`src/rtl/atm_pkg.sv`:
```
`default_nettype none
// ============================================================================
// Module      : atm_pkg
// Description : Shared constants, key codes and debounce FSM encoding for the
//               ATM keypad (PIN digits and amount entry).
// Revision    : 1.0 - initial release
// ============================================================================
package atm_pkg;

   localparam int MONTO_W = 32;
   localparam int DIG_W   = 4;

   localparam logic [DIG_W-1:0] TECLA_BORRAR = 4'hA;
   localparam logic [DIG_W-1:0] TECLA_ENTER  = 4'hB;

   typedef enum logic [2:0] {
      REPOSO      = 3'd0,
      REBOTE_PRES = 3'd1,
      ACEPTAR     = 3'd2,
      ESPERA_SOLT = 3'd3,
      REBOTE_SOLT = 3'd4
   } estado_t;

   // Codes 0..9 are numeric keys; everything above is a function or unused key.
   function automatic logic es_digito(input logic [DIG_W-1:0] tecla);
      return (tecla <= 4'd9);
   endfunction

endpackage
`default_nettype wire

```
`src/rtl/antirrebote_tecla.sv`:
```
`default_nettype none
// ============================================================================
// Module      : antirrebote_tecla
// Description : Two-flop synchronizer plus press/release debounce FSM. Emits a
//               single-cycle event per physical press with the latched code.
// Revision    : 1.0 - initial release
// ============================================================================
module antirrebote_tecla
   import atm_pkg::*;
#(
   parameter int DEBOUNCE_CYC = 4
) (
   input  logic             clk,
   input  logic             rst_n,
   input  logic [DIG_W-1:0] i_tecla,
   input  logic             i_tecla_activa,
   input  logic             i_habilitar,
   input  logic             i_abortar,
   output logic             o_evento,
   output logic [DIG_W-1:0] o_codigo
);

   localparam int c_cnt_w  = $clog2(DEBOUNCE_CYC + 1);
   localparam int c_cnt_w1 = c_cnt_w + 1;
   localparam logic [c_cnt_w:0] c_deb = c_cnt_w1'(DEBOUNCE_CYC);

   logic             r_act_s1, r_act_s2;
   logic [DIG_W-1:0] r_tecla_s1, r_tecla_s2;
   estado_t          r_estado, w_estado_sig;
   logic [c_cnt_w-1:0] r_cnt, w_cnt_sig;
   logic [c_cnt_w:0]   w_cnt_inc;
   logic [DIG_W-1:0] r_codigo, w_codigo_sig;
   logic [1:0]       r_valido;
   logic             r_armado;

   assign w_cnt_inc = {1'b0, r_cnt} + 1'b1;
   assign o_codigo  = r_codigo;

   // Synchronize the raw asynchronous key level and code.
   always_ff @(posedge clk or negedge rst_n) begin
      if (!rst_n) begin
         r_act_s1   <= 1'b0;
         r_act_s2   <= 1'b0;
         r_tecla_s1 <= '0;
         r_tecla_s2 <= '0;
      end else begin
         r_act_s1   <= i_tecla_activa;
         r_act_s2   <= r_act_s1;
         r_tecla_s1 <= i_tecla;
         r_tecla_s2 <= r_tecla_s1;
      end
   end

   // FSM state, counter, latched code; arm only once the key is seen released
   // after the synchronizer has refilled, so a press held across reset is lost.
   always_ff @(posedge clk or negedge rst_n) begin
      if (!rst_n) begin
         r_estado <= REPOSO;
         r_cnt    <= '0;
         r_codigo <= '0;
         r_valido <= 2'b00;
         r_armado <= 1'b0;
      end else begin
         r_estado <= w_estado_sig;
         r_cnt    <= w_cnt_sig;
         r_codigo <= w_codigo_sig;
         r_valido <= {r_valido[0], 1'b1};
         if (r_valido[1] && !r_act_s2) r_armado <= 1'b1;
      end
   end

   // Next-state logic; the event fires only in ACEPTAR and is killed by abort.
   always_comb begin
      w_estado_sig = r_estado;
      w_cnt_sig    = r_cnt;
      w_codigo_sig = r_codigo;
      o_evento     = 1'b0;
      unique case (r_estado)
         REPOSO: begin
            if (r_act_s2 && i_habilitar && r_armado) begin
               w_estado_sig = REBOTE_PRES;
               w_cnt_sig    = c_cnt_w'(1);
               w_codigo_sig = r_tecla_s2;
            end
         end
         REBOTE_PRES: begin
            if (i_abortar) begin
               w_estado_sig = r_act_s2 ? ESPERA_SOLT : REPOSO;
               w_cnt_sig    = '0;
            end else if (!r_act_s2 || (r_tecla_s2 != r_codigo)) begin
               w_estado_sig = REPOSO;
               w_cnt_sig    = '0;
            end else if (w_cnt_inc >= c_deb) begin
               w_estado_sig = ACEPTAR;
               w_cnt_sig    = '0;
            end else begin
               w_cnt_sig    = w_cnt_inc[c_cnt_w-1:0];
            end
         end
         ACEPTAR: begin
            o_evento     = !i_abortar;
            w_estado_sig = (i_abortar && !r_act_s2) ? REPOSO : ESPERA_SOLT;
         end
         ESPERA_SOLT: begin
            if (!r_act_s2) begin
               w_estado_sig = REBOTE_SOLT;
               w_cnt_sig    = c_cnt_w'(1);
            end
         end
         REBOTE_SOLT: begin
            if (r_act_s2) begin
               w_estado_sig = ESPERA_SOLT;
               w_cnt_sig    = '0;
            end else if (w_cnt_inc >= c_deb) begin
               w_estado_sig = REPOSO;
               w_cnt_sig    = '0;
            end else begin
               w_cnt_sig    = w_cnt_inc[c_cnt_w-1:0];
            end
         end
         default: begin
            w_estado_sig = REPOSO;
            w_cnt_sig    = '0;
         end
      endcase
   end

endmodule
`default_nettype wire

```
`src/rtl/teclado_atm.sv`:
```
`default_nettype none
// ============================================================================
// Module      : teclado_atm
// Description : ATM keypad front end. Debounced keys feed either the PIN digit
//               strobe (Modo=0) or a decimal amount accumulator (Modo=1).
// Revision    : 1.0 - initial release
// ============================================================================
module teclado_atm
   import atm_pkg::*;
#(
   parameter int DEBOUNCE_CYC = 4,
   parameter int MAX_DIG      = 9
) (
   input  logic               CLK,
   input  logic               RESET_N,
   input  logic               Tarjeta_Recibida,
   input  logic               Modo,
   input  logic [DIG_W-1:0]   Tecla,
   input  logic               Tecla_Activa,
   output logic [DIG_W-1:0]   Digito,
   output logic               Digito_STB,
   output logic [MONTO_W-1:0] Monto,
   output logic               Monto_STB,
   output logic [DIG_W-1:0]   Cuenta_Dig
);

   localparam logic [DIG_W-1:0] c_max_dig = DIG_W'(MAX_DIG);

   logic             r_modo_prev;
   logic             w_abortar;
   logic             w_evento;
   logic [DIG_W-1:0] w_codigo;

   // A mode switch or card removal cancels any press in flight and the amount.
   assign w_abortar = (Modo != r_modo_prev) || !Tarjeta_Recibida;

   antirrebote_tecla #(
      .DEBOUNCE_CYC (DEBOUNCE_CYC)
   ) u_antirrebote (
      .clk            (CLK),
      .rst_n          (RESET_N),
      .i_tecla        (Tecla),
      .i_tecla_activa (Tecla_Activa),
      .i_habilitar    (Tarjeta_Recibida),
      .i_abortar      (w_abortar),
      .o_evento       (w_evento),
      .o_codigo       (w_codigo)
   );

   // PIN/amount datapath; the cycle after an amount strobe clears the amount.
   always_ff @(posedge CLK or negedge RESET_N) begin
      if (!RESET_N) begin
         r_modo_prev <= 1'b0;
         Digito      <= '0;
         Digito_STB  <= 1'b0;
         Monto       <= '0;
         Monto_STB   <= 1'b0;
         Cuenta_Dig  <= '0;
      end else begin
         r_modo_prev <= Modo;
         Digito_STB  <= 1'b0;
         Monto_STB   <= 1'b0;
         if (w_abortar || Monto_STB) begin
            Monto      <= '0;
            Cuenta_Dig <= '0;
         end else if (w_evento) begin
            if (!Modo) begin
               if (es_digito(w_codigo)) begin
                  Digito     <= w_codigo;
                  Digito_STB <= 1'b1;
               end
            end else if (es_digito(w_codigo)) begin
               if (Cuenta_Dig < c_max_dig) begin
                  Monto      <= Monto * MONTO_W'(10) + MONTO_W'(w_codigo);
                  Cuenta_Dig <= Cuenta_Dig + DIG_W'(1);
               end
            end else if (w_codigo == TECLA_BORRAR) begin
               Monto      <= '0;
               Cuenta_Dig <= '0;
            end else if ((w_codigo == TECLA_ENTER) && (Cuenta_Dig != '0)) begin
               Monto_STB <= 1'b1;
            end
         end
      end
   end

endmodule
`default_nettype wire

```
`config.mk`:
```
export PLATFORM = sky130hd
export DESIGN_NAME = teclado_atm
export DESIGN_NICKNAME = d
export VERILOG_FILES = /design/src/rtl/atm_pkg.sv /design/src/rtl/antirrebote_tecla.sv /design/src/rtl/teclado_atm.sv
export SDC_FILE = /design/constraint.sdc
export NUM_CORES = 1
export LEC_CHECK = 0
export CELL_PAD_IN_SITES_DETAIL_PLACEMENT = 1
export CELL_PAD_IN_SITES_GLOBAL_PLACEMENT = 1
export CORE_MARGIN = 2
export CORE_UTILIZATION = 48
export DETAILED_ROUTE_END_ITERATION = 8
export GPL_TIMING_DRIVEN = 0
export PLACE_DENSITY_LB_ADDON = 0.1
export SETUP_SLACK_MARGIN = 0.5
export SYNTH_ARGS = -nofsm -noshare
export SYNTH_HDL_FRONTEND = slang
export SYNTH_SLANG_ARGS = --single-unit
```
`constraint.sdc`:
```
create_clock -name CLK -period 6.89 [get_ports CLK]
set_input_delay 1.378 -clock CLK [delete_from_list [all_inputs] [get_ports CLK]]
set_output_delay 1.378 -clock CLK [all_outputs]
set_load 0.05 [all_outputs]
```
m4.png
Bar = 20 um. Supply wires on this layer in gray. Cells faint in the background.
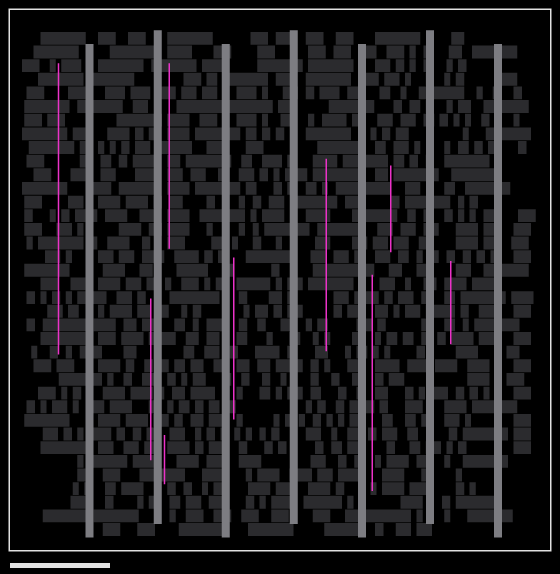
share of all routed wire: 1.9%
main direction: vertical

class_map.png
Bar = 20 um. Fill, decap, tap and diode cells in gray.
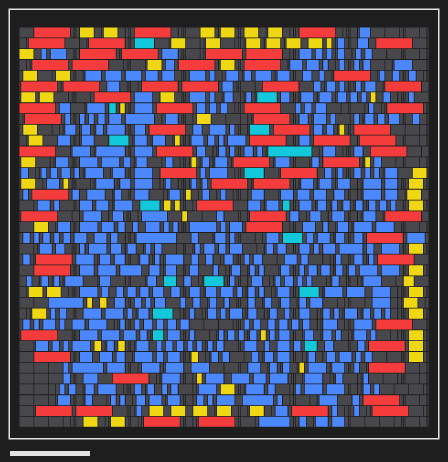
legend:
  sequential cells:
    color: red
    cells: 66
    share_of_their_area: 28%
  remaining logic cells:
    color: blue
    cells: 475
    share_of_their_area: 58%
  remaining buffers and delay cells:
    color: yellow
    cells: 70
    share_of_their_area: 9.9%
  clock drivers and dummy loads:
    color: cyan
    cells: 16
    share_of_their_area: 3.5%
sequential cell area share: 0.274
Layout Utilization: 0.581
final instance area: 6030 um^2

==> out/metrics.csv <==
metric,value,unit
initial antenna violation count,0,
H-tree level count,3,
buffers added on ports,50,
Clock Latency Late Sink,0.36,ns
GR Util All Layers,0.269,
CP Depth,13,
Pre-Repair DR Iteration Count,4,
Clock Tree Buf Depth,2,
Placer Congestion,0.916,
max FFs per register,32,
# rows,37,
FF-to-FF End,Monto[31],
final setup margin,2.45,ns
FP Core Util,0.497,
crit end category,flip-flop,
Slowest cell on crit path,a221oi_2,
maximum vdd drop,121,uV
CTS Buf Count,9,
leakage power,2.78,nW
tool warning count,27,
Gate power share,0.211,
CP Class,flip-flop to flip-flop,
worst setup path endpoint,Monto[31],
Hold WC Path Type,flip-flop to flip-flop,
Sw Share,0.336,
Chip Height,108,um
CTS tree,built,
final setup violation count,0,
dpl cell area,5820,um^2
Max Cap Violations,0,
number of DRC markers in iteration 0,183,
per-cell routed wire length,19.2,um
Residual DRC,0,
chip footprint,11600,um^2
largest net degree at the start of global routing,67,
Worst Hold Launch,u_antirrebote.r_tecla_s1[1],
Reg2Reg Launch Point,Monto[1],
Mapped Area,5160,um^2
placed insts,747,
worst path cell trace,"ha_1, ha_1, fa_1, a21o_1, a221oi_2, o21ai_0, xor2_1, nor4b_4, nand4_1, nor4_4, nand4b_1, xnor2_1, o21ai_0",
final hold vios,0,
setup tns final,0,ns
Hold Path Stages,0,
most common cell in the netlist,dfrtp_1,
first-pass GRT wire length,24500,um
YS chip area,5160,um^2
Top cells by area,"dfrtp_1 32%, ha_1 15%, xor2_1 5.4%, nand2_1 4.7%, o21ai_0 4.3%",
Die X,108,um
Post-synth EDFFs,0,
worst-case reg-to-reg path depth,13,
Pwr Total,1.02,mW
status,"complete, no violations",
Final nets,694,
pre-CTS setup slack,2.53,ns
Fmax achieved,225,MHz
Hold Path End,u_antirrebote.r_tecla_s2[1],
most area-hungry cell type in the Yosys netlist,dfrtp_1,
setup bufs post-CTS,0,
post-DP HPWL,11100,um
main flop type,dfrtp_1,
Bufs and invs on worst path,0,
fraction of layout cells with a size suffix above 1,0.0861,
CP Launch Type,flip-flop,
transition time at the pin with the least slew margin,0.879,ns
ys flops,66,
internal power,0.676,mW
Critical Path AT,4.66,ns
Num Clock Sinks,66,
Syn Area/Cell,9.19,um^2
GRT overflow,0,
WL final,14700,um
area grow syn2layout,16.9,%
RSZ-0062 raised after global routing,false,
Vias per Instance,5.94,
post-route minimum period,4.44,ns
util_map.png
11 x 11 tiles, from white (low) to dark blue (high), 0 to 100% covered.
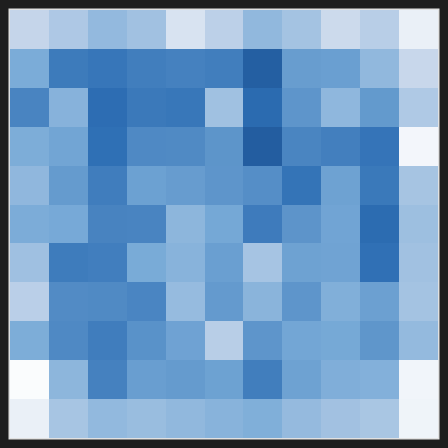
mean over tiles: 51%
tiles over 75% full: 4.1%
fullest tile: 82%

## layer usage
metal / track usage / wire (um) / up-vias
met4: 0.102 / 282 / 0
met2: 0.448 / 7210 / 92
met1: 0.354 / 6670 / 2256
met3: 0.0406 / 490 / 22
met5: 0 / 0 / -
li1: - / - / 2166
## power groups by stage
stage	logic, mW	clock network (mW)	registers, mW
floorplan	0.129	0	0.471
global placement	0.199	0	0.463
detailed placement	0.211	0	0.467
CTS	0.216	0.353	0.460
global route	0.239	0.372	0.467
finish	0.215	0.344	0.461
## cells in the final DEF (no fill, tap or decap), types with 7 or more instances in the layout
master and count:
nand4_1 10, xnor2_1 25, inv_1 13, xor2_1 32
nand3_1 21, a21o_1 7, a21oi_1 32, o21ai_0 44
nor3_1 7, clkbuf_8 10, dfrtp_1 66, clkdlybuf4s50_1 49
clkbuf_1 15, nor2_1 31, nand2_1 65, a31oi_1 8
mux2_2 8, ha_1 61
## cell families (layout without fill, tap and decap cells)
| kind of cell | after synthesis | in the layout | share of synthesized area |
|---|---|---|---|
| mux | 10 | 10 | 0.0214 |
| simple gates | 185 | 185 | 0.190 |
| xor+xnor | 57 | 57 | 0.0968 |
| fa+ha+maj | 63 | 63 | 0.156 |
| compound gates | 146 | 146 | 0.190 |
| buf+inv | 33 | 99 | 0.0252 |
| other cells | 1 | 1 | 0.000727 |
| flops | 66 | 66 | 0.320 |
## final cells by class
type / count / area [um^2] / share of cell area
Buffer: 20 / 81.3 / 0.0135
Clock buffer: 10 / 138 / 0.0228
Clock inverter: 6 / 65.1 / 0.0108
Inverter: 13 / 48.8 / 0.00810
Multi-Input combinational cell: 462 / 3370 / 0.560
Sequential cell: 66 / 1650 / 0.274
Tap cell: 136 / 170 / 0.0282
Timing Repair Buffer: 50 / 498 / 0.0826
Power and IR drop assume default switching activity.
